===== src/rtl/gg_slice_pkg.sv =====
// Shared definitions for the row-slice writer and the row-slice lattice parser.
//   - syntax element enum, writer FSM state, VLC payload struct
//   - Exp-Golomb limits and widths
package gg_slice_pkg;

  localparam int unsigned CODE_W        = 32;  // out_code width
  localparam int unsigned LEN_W         = 6;   // out_len width
  localparam int unsigned NBITS_W       = 3;   // mb_nbits / bit_pos width
  localparam int unsigned EG_IN_W       = 16;  // Exp-Golomb encoder input width
  localparam int unsigned EG_MAX_PREFIX = 15;  // longest ue/se prefix (31-bit code)

  // slice_layer_rbsp() syntax elements, in bitstream order
  typedef enum logic [3:0] {
    EL_FIRST_MB,
    EL_SLICE_TYPE,
    EL_PPS_ID,
    EL_FRAME_NUM,
    EL_POC_LSB,
    EL_FLAGS,
    EL_QP_DELTA,
    EL_DBLK_IDC,
    EL_ALPHA_DIV2,
    EL_BETA_DIV2,
    EL_SKIP_RUN
  } syn_elem_e;

  typedef enum logic [2:0] {
    ST_IDLE,
    ST_HDR,
    ST_WAIT_MB,
    ST_RUN,
    ST_MB_BUSY,
    ST_TRAIL
  } wr_state_e;

  // right-aligned variable-length code
  typedef struct packed {
    logic [CODE_W-1:0] code;
    logic [LEN_W-1:0]  len;
  } vlc_t;

endpackage


===== src/rtl/gg_slice_rowslice_writer_if.sv =====
// MB-descriptor / MB-encoder sequencing and code-output channels of the writer.
//   master: writer side (drives mb_ready, mb_start, out_valid/code/len)
//   slave : environment side (MB source, MB encoder, bit packer)
interface gg_slice_rowslice_writer_if;
  import gg_slice_pkg::*;

  logic               mb_valid;
  logic               mb_skip;
  logic               mb_last;
  logic               mb_ready;
  logic               mb_start;
  logic               mb_end;
  logic [NBITS_W-1:0] mb_nbits;
  logic               out_valid;
  logic               out_ready;
  logic [CODE_W-1:0]  out_code;
  logic [LEN_W-1:0]   out_len;

  modport master (
    input  mb_valid, mb_skip, mb_last, mb_end, mb_nbits, out_ready,
    output mb_ready, mb_start, out_valid, out_code, out_len
  );

  modport slave (
    output mb_valid, mb_skip, mb_last, mb_end, mb_nbits, out_ready,
    input  mb_ready, mb_start, out_valid, out_code, out_len
  );

endinterface


===== src/rtl/gg_expgolomb_enc.sv =====
// Combinational Exp-Golomb encoder: value -> {code, len} for ue(v) or se(v).
//   val   : unsigned value (ue) or two's-complement value (se)
//   is_se : select signed mapping k>0 -> 2k-1, k<=0 -> -2k
//   vlc   : code = mapped+1 right aligned, len = 2*prefix+1
module gg_expgolomb_enc
  import gg_slice_pkg::*;
(
  input  logic [EG_IN_W-1:0] val,
  input  logic               is_se,
  output vlc_t               vlc
);

  logic [EG_IN_W:0]   mapped;
  logic [EG_IN_W+1:0] val_p1;
  logic [4:0]         prefix;

  // signed mapping, then prefix = floor(log2(v+1))
  always_comb begin
    if (!is_se) begin
      mapped = {1'b0, val};
    end else if (!val[EG_IN_W-1] && (val != '0)) begin
      mapped = {val, 1'b0} - (EG_IN_W+1)'(1);
    end else begin
      mapped = (EG_IN_W+1)'(0) - {val, 1'b0};
    end
    val_p1 = {1'b0, mapped} + (EG_IN_W+2)'(1);
    prefix = '0;
    for (int i = 0; i < EG_IN_W + 2; i++) begin
      if (val_p1[i]) prefix = 5'(i);
    end
    // out-of-range values saturate to the longest legal code length
    if (prefix > 5'(EG_MAX_PREFIX)) prefix = 5'(EG_MAX_PREFIX);
    vlc.code = CODE_W'(val_p1);
    vlc.len  = LEN_W'({prefix, 1'b1});
  end

endmodule


===== src/rtl/gg_slice_rowslice_writer.sv =====
// Row-slice slice_layer_rbsp() writer: emits the slice header, skip runs and
// rbsp trailing bits as VLCs, and sequences the MB encoder in between.
//   clk, reset (async, active low)
//   slice_start + header fields : captured in IDLE only
//   bus (master)                : MB descriptors, mb_start/mb_end, code output
//   slice_busy / slice_end      : slice in progress / done pulse
module gg_slice_rowslice_writer
  import gg_slice_pkg::*;
#(
  parameter int unsigned FIRST_MB_W = 16,
  parameter int unsigned RUN_W      = 8,
  parameter int unsigned SLICE_TYPE = 0
) (
  input  logic                  clk,
  input  logic                  reset,
  input  logic                  slice_start,
  input  logic [FIRST_MB_W-1:0] first_mb,
  input  logic [7:0]            pps_id,
  input  logic [3:0]            frame_num,
  input  logic [3:0]            poc_lsb,
  input  logic [6:0]            qp_delta,
  input  logic [1:0]            dblk_idc,
  input  logic [3:0]            alpha_div2,
  input  logic [3:0]            beta_div2,
  gg_slice_rowslice_writer_if.master bus,
  output logic                  slice_busy,
  output logic                  slice_end
);

  wr_state_e           state_q, state_d;
  syn_elem_e           elem_q, elem_d, elem_nxt, enc_elem;
  logic                out_valid_q, out_valid_d;
  logic [CODE_W-1:0]   out_code_q, out_code_d;
  logic [LEN_W-1:0]    out_len_q, out_len_d;
  logic                mb_ready_q, mb_ready_d;
  logic                mb_start_q, mb_start_d;
  logic                busy_q, busy_d;
  logic                end_q, end_d;
  logic [RUN_W-1:0]    run_q, run_d;
  logic [NBITS_W-1:0]  bit_pos_q, bit_pos_d;
  logic                last_q, last_d;
  logic                coded_q, coded_d;

  logic [FIRST_MB_W-1:0] fm_q;
  logic [7:0]            pps_q;
  logic [3:0]            fn_q, poc_q, alpha_q, beta_q;
  logic [6:0]            qp_q;
  logic [1:0]            idc_q;

  logic               cap, fire, last_hdr, enc_se;
  logic [EG_IN_W-1:0] enc_val;
  vlc_t               enc_vlc, hdr_vlc;

  assign cap      = (state_q == ST_IDLE) && slice_start;
  assign fire     = out_valid_q && bus.out_ready;
  assign elem_nxt = syn_elem_e'(elem_q + 4'd1);
  assign last_hdr = (elem_q == EL_BETA_DIV2) ||
                    ((elem_q == EL_DBLK_IDC) && (idc_q == 2'd1));
  // after a transfer the following element is loaded in the same cycle
  assign enc_elem = out_valid_q ? elem_nxt : elem_q;

  // header field capture
  always_ff @(posedge clk or negedge reset) begin
    if (!reset) begin
      fm_q    <= '0;
      pps_q   <= '0;
      fn_q    <= '0;
      poc_q   <= '0;
      qp_q    <= '0;
      idc_q   <= '0;
      alpha_q <= '0;
      beta_q  <= '0;
    end else if (cap) begin
      fm_q    <= first_mb;
      pps_q   <= pps_id;
      fn_q    <= frame_num;
      poc_q   <= poc_lsb;
      qp_q    <= qp_delta;
      idc_q   <= dblk_idc;
      alpha_q <= alpha_div2;
      beta_q  <= beta_div2;
    end
  end

  // encoder operand select: skip run in RUN, else the header element
  always_comb begin
    enc_val = '0;
    enc_se  = 1'b0;
    if (state_q == ST_RUN) begin
      enc_val = EG_IN_W'(run_q);
    end else begin
      case (enc_elem)
        EL_FIRST_MB:   enc_val = EG_IN_W'(fm_q);
        EL_SLICE_TYPE: enc_val = EG_IN_W'(SLICE_TYPE);
        EL_PPS_ID:     enc_val = EG_IN_W'(pps_q);
        EL_QP_DELTA:   begin enc_val = {{(EG_IN_W-7){qp_q[6]}}, qp_q};       enc_se = 1'b1; end
        EL_DBLK_IDC:   enc_val = EG_IN_W'(idc_q);
        EL_ALPHA_DIV2: begin enc_val = {{(EG_IN_W-4){alpha_q[3]}}, alpha_q}; enc_se = 1'b1; end
        EL_BETA_DIV2:  begin enc_val = {{(EG_IN_W-4){beta_q[3]}}, beta_q};   enc_se = 1'b1; end
        default:       enc_val = '0;
      endcase
    end
  end

  gg_expgolomb_enc u_eg (
    .val   (enc_val),
    .is_se (enc_se),
    .vlc   (enc_vlc)
  );

  // fixed-length header fields bypass the Exp-Golomb encoder
  always_comb begin
    hdr_vlc = enc_vlc;
    case (enc_elem)
      EL_FRAME_NUM: hdr_vlc = '{code: CODE_W'(fn_q),  len: LEN_W'(4)};
      EL_POC_LSB:   hdr_vlc = '{code: CODE_W'(poc_q), len: LEN_W'(4)};
      EL_FLAGS:     hdr_vlc = '{code: '0,             len: LEN_W'(3)};
      default:      ;
    endcase
  end

  // next state and registered-output values
  always_comb begin
    state_d     = state_q;
    elem_d      = elem_q;
    out_valid_d = out_valid_q;
    out_code_d  = out_code_q;
    out_len_d   = out_len_q;
    mb_start_d  = 1'b0;
    busy_d      = busy_q;
    end_d       = 1'b0;
    run_d       = run_q;
    bit_pos_d   = bit_pos_q;
    last_d      = last_q;
    coded_d     = coded_q;

    if (fire) bit_pos_d = bit_pos_q + out_len_q[NBITS_W-1:0];

    case (state_q)
      ST_IDLE: begin
        if (slice_start) begin
          state_d   = ST_HDR;
          elem_d    = EL_FIRST_MB;
          busy_d    = 1'b1;
          run_d     = '0;
          bit_pos_d = '0;
        end
      end
      ST_HDR: begin
        if (!out_valid_q) begin
          out_valid_d = 1'b1;
          out_code_d  = hdr_vlc.code;
          out_len_d   = hdr_vlc.len;
        end else if (bus.out_ready) begin
          if (last_hdr) begin
            out_valid_d = 1'b0;
            state_d     = ST_WAIT_MB;
          end else begin
            elem_d      = elem_nxt;
            out_code_d  = hdr_vlc.code;
            out_len_d   = hdr_vlc.len;
          end
        end
      end
      ST_WAIT_MB: begin
        if (bus.mb_valid && mb_ready_q) begin
          if (bus.mb_skip) begin
            run_d = run_q + RUN_W'(1);
            if (bus.mb_last) begin
              state_d = ST_RUN;
              coded_d = 1'b0;
              last_d  = 1'b1;
            end
          end else begin
            state_d = ST_RUN;
            coded_d = 1'b1;
            last_d  = bus.mb_last;
          end
        end
      end
      ST_RUN: begin
        if (!out_valid_q) begin
          out_valid_d = 1'b1;
          out_code_d  = enc_vlc.code;
          out_len_d   = enc_vlc.len;
        end else if (bus.out_ready) begin
          out_valid_d = 1'b0;
          run_d       = '0;
          if (coded_q) begin
            mb_start_d = 1'b1;
            state_d    = ST_MB_BUSY;
          end else begin
            state_d    = ST_TRAIL;
          end
        end
      end
      ST_MB_BUSY: begin
        if (bus.mb_end) begin
          bit_pos_d = bit_pos_q + bus.mb_nbits;
          state_d   = last_q ? ST_TRAIL : ST_WAIT_MB;
        end
      end
      ST_TRAIL: begin
        // stop bit plus zero alignment bits up to the byte boundary
        if (!out_valid_q) begin
          out_valid_d = 1'b1;
          out_code_d  = CODE_W'(8'h80 >> bit_pos_q);
          out_len_d   = LEN_W'(4'd8 - {1'b0, bit_pos_q});
        end else if (bus.out_ready) begin
          out_valid_d = 1'b0;
          end_d       = 1'b1;
          busy_d      = 1'b0;
          state_d     = ST_IDLE;
        end
      end
      default: state_d = ST_IDLE;
    endcase

    mb_ready_d = (state_d == ST_WAIT_MB);
  end

  // state and output registers
  always_ff @(posedge clk or negedge reset) begin
    if (!reset) begin
      state_q     <= ST_IDLE;
      elem_q      <= EL_FIRST_MB;
      out_valid_q <= 1'b0;
      out_code_q  <= '0;
      out_len_q   <= '0;
      mb_ready_q  <= 1'b0;
      mb_start_q  <= 1'b0;
      busy_q      <= 1'b0;
      end_q       <= 1'b0;
      run_q       <= '0;
      bit_pos_q   <= '0;
      last_q      <= 1'b0;
      coded_q     <= 1'b0;
    end else begin
      state_q     <= state_d;
      elem_q      <= elem_d;
      out_valid_q <= out_valid_d;
      out_code_q  <= out_code_d;
      out_len_q   <= out_len_d;
      mb_ready_q  <= mb_ready_d;
      mb_start_q  <= mb_start_d;
      busy_q      <= busy_d;
      end_q       <= end_d;
      run_q       <= run_d;
      bit_pos_q   <= bit_pos_d;
      last_q      <= last_d;
      coded_q     <= coded_d;
    end
  end

  assign bus.out_valid = out_valid_q;
  assign bus.out_code  = out_code_q;
  assign bus.out_len   = out_len_q;
  assign bus.mb_ready  = mb_ready_q;
  assign bus.mb_start  = mb_start_q;
  assign slice_busy    = busy_q;
  assign slice_end     = end_q;

endmodule


===== src/flat_wrapper.sv =====
// flat-port wrapper written by rule: the top's interface ports become plain ports
module gg_slice_rowslice_writer_flat import gg_slice_pkg::*;
#(
  parameter int unsigned FIRST_MB_W = 16,
  parameter int unsigned RUN_W      = 8,
  parameter int unsigned SLICE_TYPE = 0
)
  (clk, reset, slice_start, first_mb, pps_id, frame_num, poc_lsb, qp_delta, dblk_idc, alpha_div2, beta_div2, slice_busy, slice_end, bus_mb_valid, bus_mb_skip, bus_mb_last, bus_mb_end, bus_mb_nbits, bus_out_ready, bus_mb_ready, bus_mb_start, bus_out_valid, bus_out_code, bus_out_len);
  gg_slice_rowslice_writer_if bus_i ();
  input  logic clk;
  input  logic reset;
  input  logic slice_start;
  input  logic [FIRST_MB_W-1:0] first_mb;
  input  logic [7:0] pps_id;
  input  logic [3:0] frame_num;
  input  logic [3:0] poc_lsb;
  input  logic [6:0] qp_delta;
  input  logic [1:0] dblk_idc;
  input  logic [3:0] alpha_div2;
  input  logic [3:0] beta_div2;
  output logic slice_busy;
  output logic slice_end;
  input wire logic [$bits(bus_i.mb_valid)-1:0] bus_mb_valid;
  input wire logic [$bits(bus_i.mb_skip)-1:0] bus_mb_skip;
  input wire logic [$bits(bus_i.mb_last)-1:0] bus_mb_last;
  input wire logic [$bits(bus_i.mb_end)-1:0] bus_mb_end;
  input wire logic [$bits(bus_i.mb_nbits)-1:0] bus_mb_nbits;
  input wire logic [$bits(bus_i.out_ready)-1:0] bus_out_ready;
  output wire logic [$bits(bus_i.mb_ready)-1:0] bus_mb_ready;
  output wire logic [$bits(bus_i.mb_start)-1:0] bus_mb_start;
  output wire logic [$bits(bus_i.out_valid)-1:0] bus_out_valid;
  output wire logic [$bits(bus_i.out_code)-1:0] bus_out_code;
  output wire logic [$bits(bus_i.out_len)-1:0] bus_out_len;
  assign bus_i.mb_valid = bus_mb_valid;
  assign bus_i.mb_skip = bus_mb_skip;
  assign bus_i.mb_last = bus_mb_last;
  assign bus_i.mb_end = bus_mb_end;
  assign bus_i.mb_nbits = bus_mb_nbits;
  assign bus_i.out_ready = bus_out_ready;
  assign bus_mb_ready = bus_i.mb_ready;
  assign bus_mb_start = bus_i.mb_start;
  assign bus_out_valid = bus_i.out_valid;
  assign bus_out_code = bus_i.out_code;
  assign bus_out_len = bus_i.out_len;
  gg_slice_rowslice_writer #(.FIRST_MB_W(FIRST_MB_W), .RUN_W(RUN_W), .SLICE_TYPE(SLICE_TYPE)) u_core (.clk(clk), .reset(reset), .slice_start(slice_start), .first_mb(first_mb), .pps_id(pps_id), .frame_num(frame_num), .poc_lsb(poc_lsb), .qp_delta(qp_delta), .dblk_idc(dblk_idc), .alpha_div2(alpha_div2), .beta_div2(beta_div2), .bus(bus_i), .slice_busy(slice_busy), .slice_end(slice_end));
endmodule

===== config.mk =====
export PLATFORM = sky130hd
export DESIGN_NAME = gg_slice_rowslice_writer_flat
export DESIGN_NICKNAME = d
export VERILOG_FILES = /design/src/rtl/gg_slice_pkg.sv /design/src/rtl/gg_slice_rowslice_writer_if.sv /design/src/rtl/gg_expgolomb_enc.sv /design/src/rtl/gg_slice_rowslice_writer.sv /design/src/flat_wrapper.sv
export SDC_FILE = /design/constraint.sdc
export NUM_CORES = 1
export LEC_CHECK = 0
export CORE_MARGIN = 10
export CORE_UTILIZATION = 55
export CTS_BUF_LIST = sky130_fd_sc_hd__clkbuf_2
export DETAILED_ROUTE_END_ITERATION = 8
export GPL_TIMING_DRIVEN = 0
export PLACE_DENSITY_LB_ADDON = 0.2
export SLEW_MARGIN = 40
export SYNTH_ARGS = -nofsm -noshare
export SYNTH_HDL_FRONTEND = slang
export SYNTH_SLANG_ARGS = --single-unit
export TNS_END_PERCENT = 100

===== constraint.sdc =====
create_clock -name clk -period 5.96 [get_ports clk]
set_input_delay 1.192 -clock clk [delete_from_list [all_inputs] [get_ports clk]]
set_output_delay 1.192 -clock clk [all_outputs]
set_load 0.1 [all_outputs]

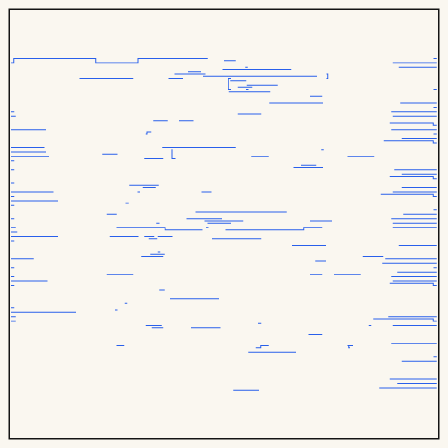
run_1/layer_met3.png
The layer holds 6.1% of the routed length. 123 nets have wire on it. The layer carries 1180 µm of wire. The longest straight run is 34.5 µm. The wires run mostly horizontal.

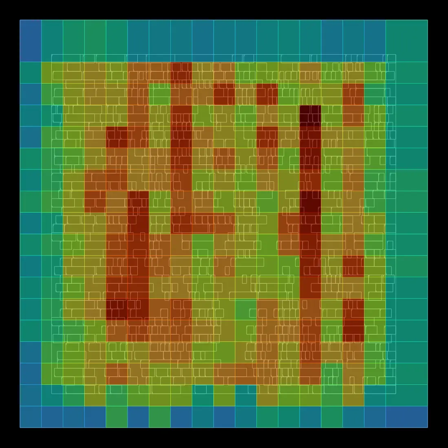
run_1/congestion.png
fin util: 66.0%
met3 track demand over resource: 3.95%
detail-routed net length per standard cell: 19.0 µm
met2 track demand over resource: 37.1%

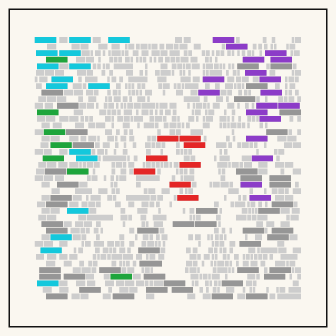
run_1/flops_by_reg.png
Other sequential cells in the stronger gray, the rest of the logic in the fainter gray.
Red stands for u_core.run_q, flops 8, where center. Purple stands for u_core.bus.out_code, flops 18. Cyan stands for u_core.fm_q, flops 16. Green stands for u_core.qp_q, flops 7.

==> run 1: repair_timing <==
item / in CTS / in global routing
resized: 1 / 10
endpoints found under the setup margin: 2 / 4
buffers inserted: 0 / 3
pin swaps: 0 / 2
==> run 1: cell type report <==
class | instances | area (µm²)
inverters | 14 | 52.6
clock inverters | 6 | 57.6
multi-input cells | 590 | 4050
flip-flops and latches | 98 | 2450
plain buffers | 53 | 293
repair buffers | 93 | 796
clock buffers | 10 | 50.0
fillers | 1021 | 4080
well taps | 147 | 184
==> results.txt, run 1 <==
Implementation progress

The layer flagged by global routing as most heavily used is met2. The initial antenna violation count is 0. The required time at the endpoint of the critical path stands at 6.51 ns. The run finished with clean final reports. The residual overflow from global routing stands at 0. The instance tally after logic synthesis stands at 742. The buffers plus inverters on the worst setup path stands at 3. The largest individual stage delay along the critical path comes from the cell sky130_fd_sc_hd__o41ai_4. The fraction of registers with async set/reset stands at 100%. The number of flip-flops and latches in the synthesized netlist stands at 98.

The final layout net count stands at 934. After clock tree synthesis, the clock-pin slew on the worst setup and hold paths is 0.27 ns. STA classifies the critical path endpoint as a flop. The instance area at placement stands at 0.00776 mm². The horizontal die dimension reported for this design is roughly 130 µm. The logic depth of the worst register-to-register path stands at 24. Per the run summary, max-cap violations total 0. The final layout reports a setup TNS of 0 ns. In the global route stage, met1 resource usage came out at 30.8%. The number of detailed-route iterations in the first pass stands at 7. The placement-stage worst setup slack stands at -0.0633 ns. By instance count after routing, the leading logic cell types are 97 x sky130_fd_sc_hd__dfrtp_1, 86 x sky130_fd_sc_hd__nand2_1, 62 x sky130_fd_sc_hd__o21ai_0, 58 x sky130_fd_sc_hd__nor2_1, 58 x sky130_fd_sc_hd__clkdlybuf4s50_1. In this run the vertical extent of the chip is 131 µm. After synthesis, the largest family of logic cells by area is AND-OR/OR-AND gates. Buffers inserted to repair hold after CTS numbered 0. The number of design-rule violations left by the first detailed-router iteration stands at 599. The signal on the critical path passes through ha_1, buf_2, nand2_1, and3_1, nor2_1, o32ai_1, o41ai_4, ha_1, inv_1, nor2_2, and3_4, a21oi_4, xnor2_1, nand2_1, o21ai_0, ha_2, inv_1, nor3b_4, nand2_1, xnor2_2, o31ai_1, a221oi_2, o2111ai_1, a221o_1. Summed over all nets, wire length on met2 after detailed routing comes to between 8 and 9 mm. The area fraction in xor and xnor cells stands at under 10%. According to the hold report, the worst path is of the in2async type. OpenSTA lists the critical path startpoint as u_core.elem_q[0]. The worst path meets setup with approximately 0.53 ns of slack. Between the synthesized netlist and the finished layout, the area growth was recorded as 17.6%. The mux share of post-synthesis cell area stands at 11.3%. Buffers inserted during clock tree synthesis total 9. The delay of the slowest cell on the worst path stands at 0.53 ns. The worst setup path is launched from a flop.

The number of OpenROAD warnings stands at 31. The number of global-route vias before repair was about 6000. The number of synthesized flops with an enable pin stands at 0. The number of hold-slack violations in the final timing report stands at 0.
run_1/io_placement.png
Pins as bars across the die edge, other pins in gray.
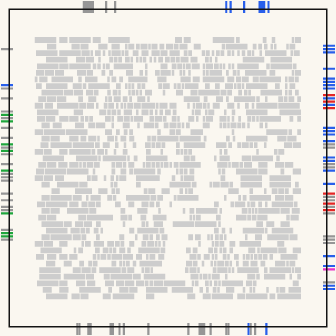

## Run 2: what changed since run 1
--- a/config.mk
+++ b/config.mk
@@ -6,9 +6,8 @@
 export NUM_CORES = 1
 export LEC_CHECK = 0
-export CORE_MARGIN = 10
+export CORE_MARGIN = 1
 export CORE_UTILIZATION = 55
 export CTS_BUF_LIST = sky130_fd_sc_hd__clkbuf_2
 export DETAILED_ROUTE_END_ITERATION = 8
-export GPL_TIMING_DRIVEN = 0
 export PLACE_DENSITY_LB_ADDON = 0.2
 export SLEW_MARGIN = 40
==> constraint.sdc (replaced) <==
create_clock -name clk -period 5.96 [get_ports clk]
set_input_delay 0.596 -clock clk [delete_from_list [all_inputs] [get_ports clk]]
set_output_delay 0.596 -clock clk [all_outputs]
set_load 0.1 [all_outputs]
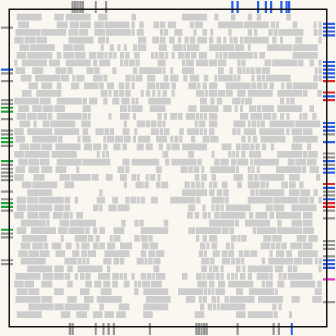
run_2/io_placement.png
Pins as bars across the die edge, other pins in gray.
Blue stands for bus_out_code, pins 32, direction output, edge 22 east, 8 north, 1 south, 1 west. Magenta stands for slice_end, pins 1, direction output, edge east. Green stands for pps_id, pins 8, direction input, edge west. Red stands for bus_out_len, pins 6, direction output, edge east.
All pins by edge: 42 east, 30 west, 16 south, 15 north.

==> run 2 against run 1 <==
Cell count fell by 4.2%. Sequential cell count did not move. Critical path type unchanged. Worst setup slack improved by 0.043 ns. Via count fell by 4.2%.
==> results.txt, run 2 <==
Implementation progress

The tap cell count stands at 147. The number of detailed-route iterations in the first pass stands at 5. The synthesis report gives the async set-or-reset register share as 100%. The number of clock buffers inserted by TritonCTS stands at 9. The sequential portion of the cell area stands at 32.0%. The final layout net count stands at 892. The flow ran to the end, and the final reports show no timing, DRC or antenna violations. In the final layout, flip-flops and latches occupy 0.00245 mm². The number of design-rule violations left by the first detailed-router iteration stands at 448. On the reported timing paths, the clock transition at the registers reads 0.29 ns.

The quantity of hold-fixing buffers added after cts stands at 1. Leaving out the clock tree, the finished layout contains a buffer count of 104. The instance tally after logic synthesis stands at about 740. The worst setup path is captured at a flop. Once synthesis finished, the tally of register bits stood at 98. The logic share of the area stands at a little over half. The logs give a warning total of 31.

The initial antenna violation count stands at 0. Listed in order, past its start point the critical path passes buf_4, ha_1, and2_1, nor2_1, buf_4, a211oi_4, a21oi_2, a41o_1, and2_1, a21oi_4, xnor2_1, nand2_1, o21ai_0, ha_1, o311ai_1, nor3_1, a311oi_1, a31oi_2, and2_1, a221oi_2, o2111ai_1, a221o_1. The number of sequential cells in the layout stands at just under 100.

In the final layout, the fill cell count is between 1000 and 1500. The met3 global-route usage stands at under 10%. OpenSTA lists the critical path startpoint as u_core.elem_q[0].
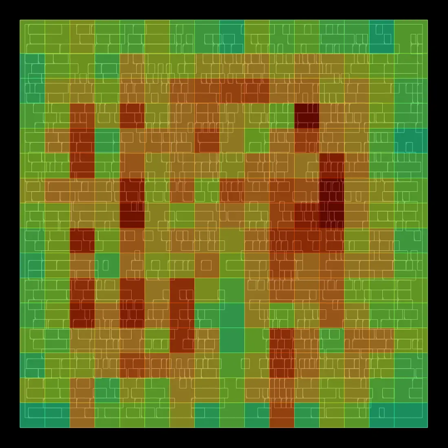
run_2/congestion.png
met1 demand-to-capacity share in global routing: 39.7%
fin util: 64.0%

run 2: netlist changes by cell type in the layout (fill, tap and decap cells not counted), moves of 2 or more:
cell                       before  now
sky130_fd_sc_hd__buf_4         21   15
sky130_fd_sc_hd__nor2_1        58   60
sky130_fd_sc_hd__clkbuf_1      23    0
sky130_fd_sc_hd__buf_2         38   29
run 2: cell families after synthesis:
family                     Yosys count  share of synthesized area, %
DFF                                 98                          36.4
AOI/OAI and AO/OA                  206                          21.4
muxes                               70                          11.3
other                                1                        0.0556
adders and majority gates           15                          3.01
and+or+nand+nor                    258                          18.7
buffers and inverters               67                          5.10
xor gates and xnor gates            27                          4.03
run 2: metal layers:
metal	vias to the layer above	wire length (µm)
li1	2829	-
met1	2817	7770
met2	199	7800
met3	20	908
met4	0	278
met5	-	0
